==> src/rtl/universal_shift_reg.sv <==
// Universal shift register: shift/rotate/arithmetic-shift/load under sel,
// plus a start-triggered WIDTH-bit serial-out burst with busy/done status.
module universal_shift_reg #(
  parameter int WIDTH = 8
) (
  input  logic             clock,
  input  logic             clear_n,
  input  logic             sin,
  input  logic [2:0]       sel,
  input  logic             en,
  input  logic             ld,
  input  logic [WIDTH-1:0] par_in,
  input  logic             start,
  output logic [WIDTH-1:0] par_out,
  output logic             sout,
  output logic             busy,
  output logic             done
);

  localparam int CW = $clog2(WIDTH);
  localparam logic [CW-1:0] LAST_CNT = CW'(WIDTH - 1);

  typedef enum logic [1:0] {
    IDLE  = 2'd0,
    SHIFT = 2'd1,
    DONE  = 2'd2
  } state_t;

  state_t           state_q, state_d;
  logic [CW-1:0]    cnt_q, cnt_d;
  logic [WIDTH-1:0] par_q, par_d;
  logic             sout_q, sout_d;

  always_comb begin
    // NOTE: every signal gets a default before any branch, so no path can infer a latch.
    state_d = state_q;
    cnt_d   = cnt_q;
    par_d   = par_q;
    sout_d  = sout_q;

    if (ld) begin
      // A load aborts any burst silently: straight to IDLE, no done pulse.
      par_d   = par_in;
      state_d = IDLE;
      cnt_d   = '0;
    end else begin
      unique case (state_q)
        SHIFT: begin
          par_d  = {sin, par_q[WIDTH-1:1]};
          sout_d = par_q[0];
          if (cnt_q == LAST_CNT) begin
            state_d = DONE;
            cnt_d   = '0;
          end else begin
            cnt_d = cnt_q + 1'b1;
          end
        end
        DONE: begin
          state_d = IDLE;
        end
        IDLE: begin
          if (start) begin
            state_d = SHIFT;
            cnt_d   = '0;
          end else if (en) begin
            unique case (sel)
              3'b000: begin
                par_d  = {sin, par_q[WIDTH-1:1]};
                sout_d = par_q[0];
              end
              3'b001: begin
                par_d  = {par_q[WIDTH-2:0], sin};
                sout_d = par_q[WIDTH-1];
              end
              3'b010: par_d = par_in;
              3'b100: begin
                par_d  = {par_q[0], par_q[WIDTH-1:1]};
                sout_d = par_q[0];
              end
              3'b101: begin
                par_d  = {par_q[WIDTH-2:0], par_q[WIDTH-1]};
                sout_d = par_q[WIDTH-1];
              end
              3'b110: begin
                par_d  = {par_q[WIDTH-1], par_q[WIDTH-1:1]};
                sout_d = par_q[0];
              end
              default: ;
            endcase
          end
        end
        default: begin
          state_d = IDLE;
          cnt_d   = '0;
        end
      endcase
    end
  end

  // NOTE: sequential state uses non-blocking assignments so every flop samples pre-edge values.
  always_ff @(posedge clock or negedge clear_n) begin
    if (!clear_n) begin
      state_q <= IDLE;
      cnt_q   <= '0;
      par_q   <= '0;
      sout_q  <= 1'b0;
    end else begin
      state_q <= state_d;
      cnt_q   <= cnt_d;
      par_q   <= par_d;
      sout_q  <= sout_d;
    end
  end

  assign par_out = par_q;
  assign sout    = sout_q;
  assign busy    = (state_q == SHIFT);
  assign done    = (state_q == DONE);

endmodule

==> config.mk <==
export PLATFORM = sky130hd
export DESIGN_NAME = universal_shift_reg
export DESIGN_NICKNAME = d
export VERILOG_FILES = /design/src/rtl/universal_shift_reg.sv
export SDC_FILE = /design/constraint.sdc
export NUM_CORES = 1
export LEC_CHECK = 0
export CORE_ASPECT_RATIO = 0.75
export CORE_MARGIN = 1
export CORE_UTILIZATION = 40
export DETAILED_ROUTE_END_ITERATION = 10
export GPL_TIMING_DRIVEN = 0
export PLACE_DENSITY = 0.7
export SLEW_MARGIN = 5
export SYNTH_ARGS = -nofsm -noshare
export SYNTH_HDL_FRONTEND = slang
export SYNTH_SLANG_ARGS = --single-unit
==> constraint.sdc <==
create_clock -name clock -period 1.5 [get_ports clock]
set_input_delay 0.225 -clock clock [delete_from_list [all_inputs] [get_ports clock]]
set_output_delay 0.225 -clock clock [all_outputs]
set_load 0.01 [all_outputs]
==> results.tsv <==
metric	value	unit
nWellTaps	34	
path_depth	5	
ir_drop	0.360	mV
clock_sinks	14	
drtIter0Drc	41	
syn_avg_cell_area	9.60	sq um
met2_usage	32.0	%
buf_share	25.6	%
power_frac_comb	39.6	%
die_h	46.9	microns
grt_max_degree	15	
yosys.area_share.simple	19.6	%
compound_area_share	34.9	%
setup_viol	0	
power	0.00111	W
clk_pin_slew	0.09	ns
yosysTopAreaCell	dfrtp_1	
warnings	28	
slew_headroom	55.3	%
status	finished, final reports clean	
port-buffer-count	26	
dr.pass1.iters	4	
criticalPathCategory	register to register	
top_layer_used	met4	
cts-resized-gates	22	
crit-reg2reg-capture	par_out[7]$_DFFE_PN0P_	
wl_met2	1290	microns
switchingPower	0.000361	W
clk_share	1.44	%
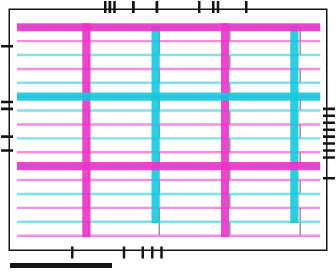
Figure 1: floorplan with the power grid.
Bar = 20 microns. Pins as bars on the die edge. Tap cells in grey.
net	colour
VSS	magenta
VDD	cyan
signal pins	28
met1 rails	16
met5 straps	3
rows	15
tap cells	34

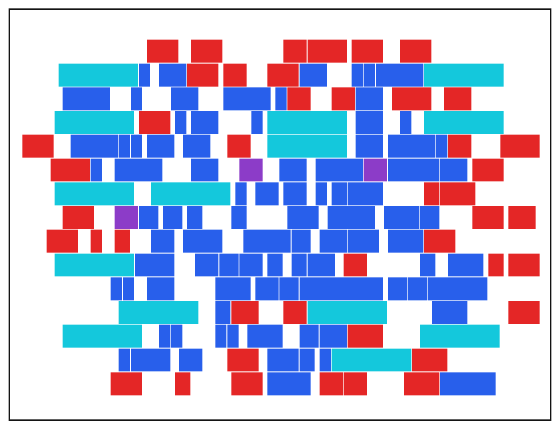
Figure 2: placement by cell class.
class	colour	cells	share of their area
other buffers and delay cells	red	44	26%
cells driving clock nets	purple	3	1.5%
all other logic	blue	89	49%
flip-flops	cyan	14	23%

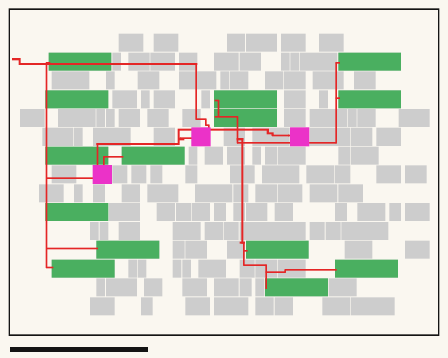
Figure 3: routed clock nets over the placement.
Bar = 20 microns.
[cells driving clock nets] magenta | count: 3
[clock wires] red | length: 205 microns
[flip-flops] green | count: 14
flops lie	spread over the die
routed clock nets	4

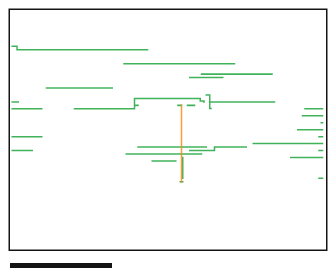
Figure 4: routed metal, one colour a layer.
Bar = 20 microns. Only two layers are drawn.
layer	colour	wire length
met3	green	228 microns
met4	orange	15.0 microns
final WL: 2940 microns
routed length per instance: 16.0 microns
gr usage total: 21.8%
via count: 1060

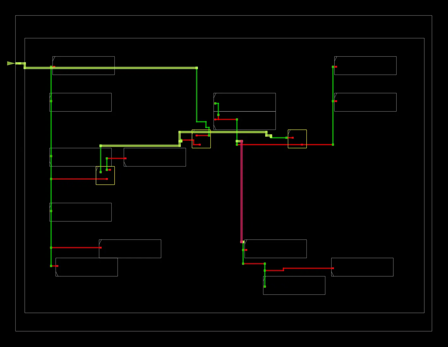
Figure 5: clock routing.
worst-skew pair later-pin latency: 0.29 ns
FFs & Latches: 14
Clock Power: 0.000218 W

Power and IR drop assume default switching activity.
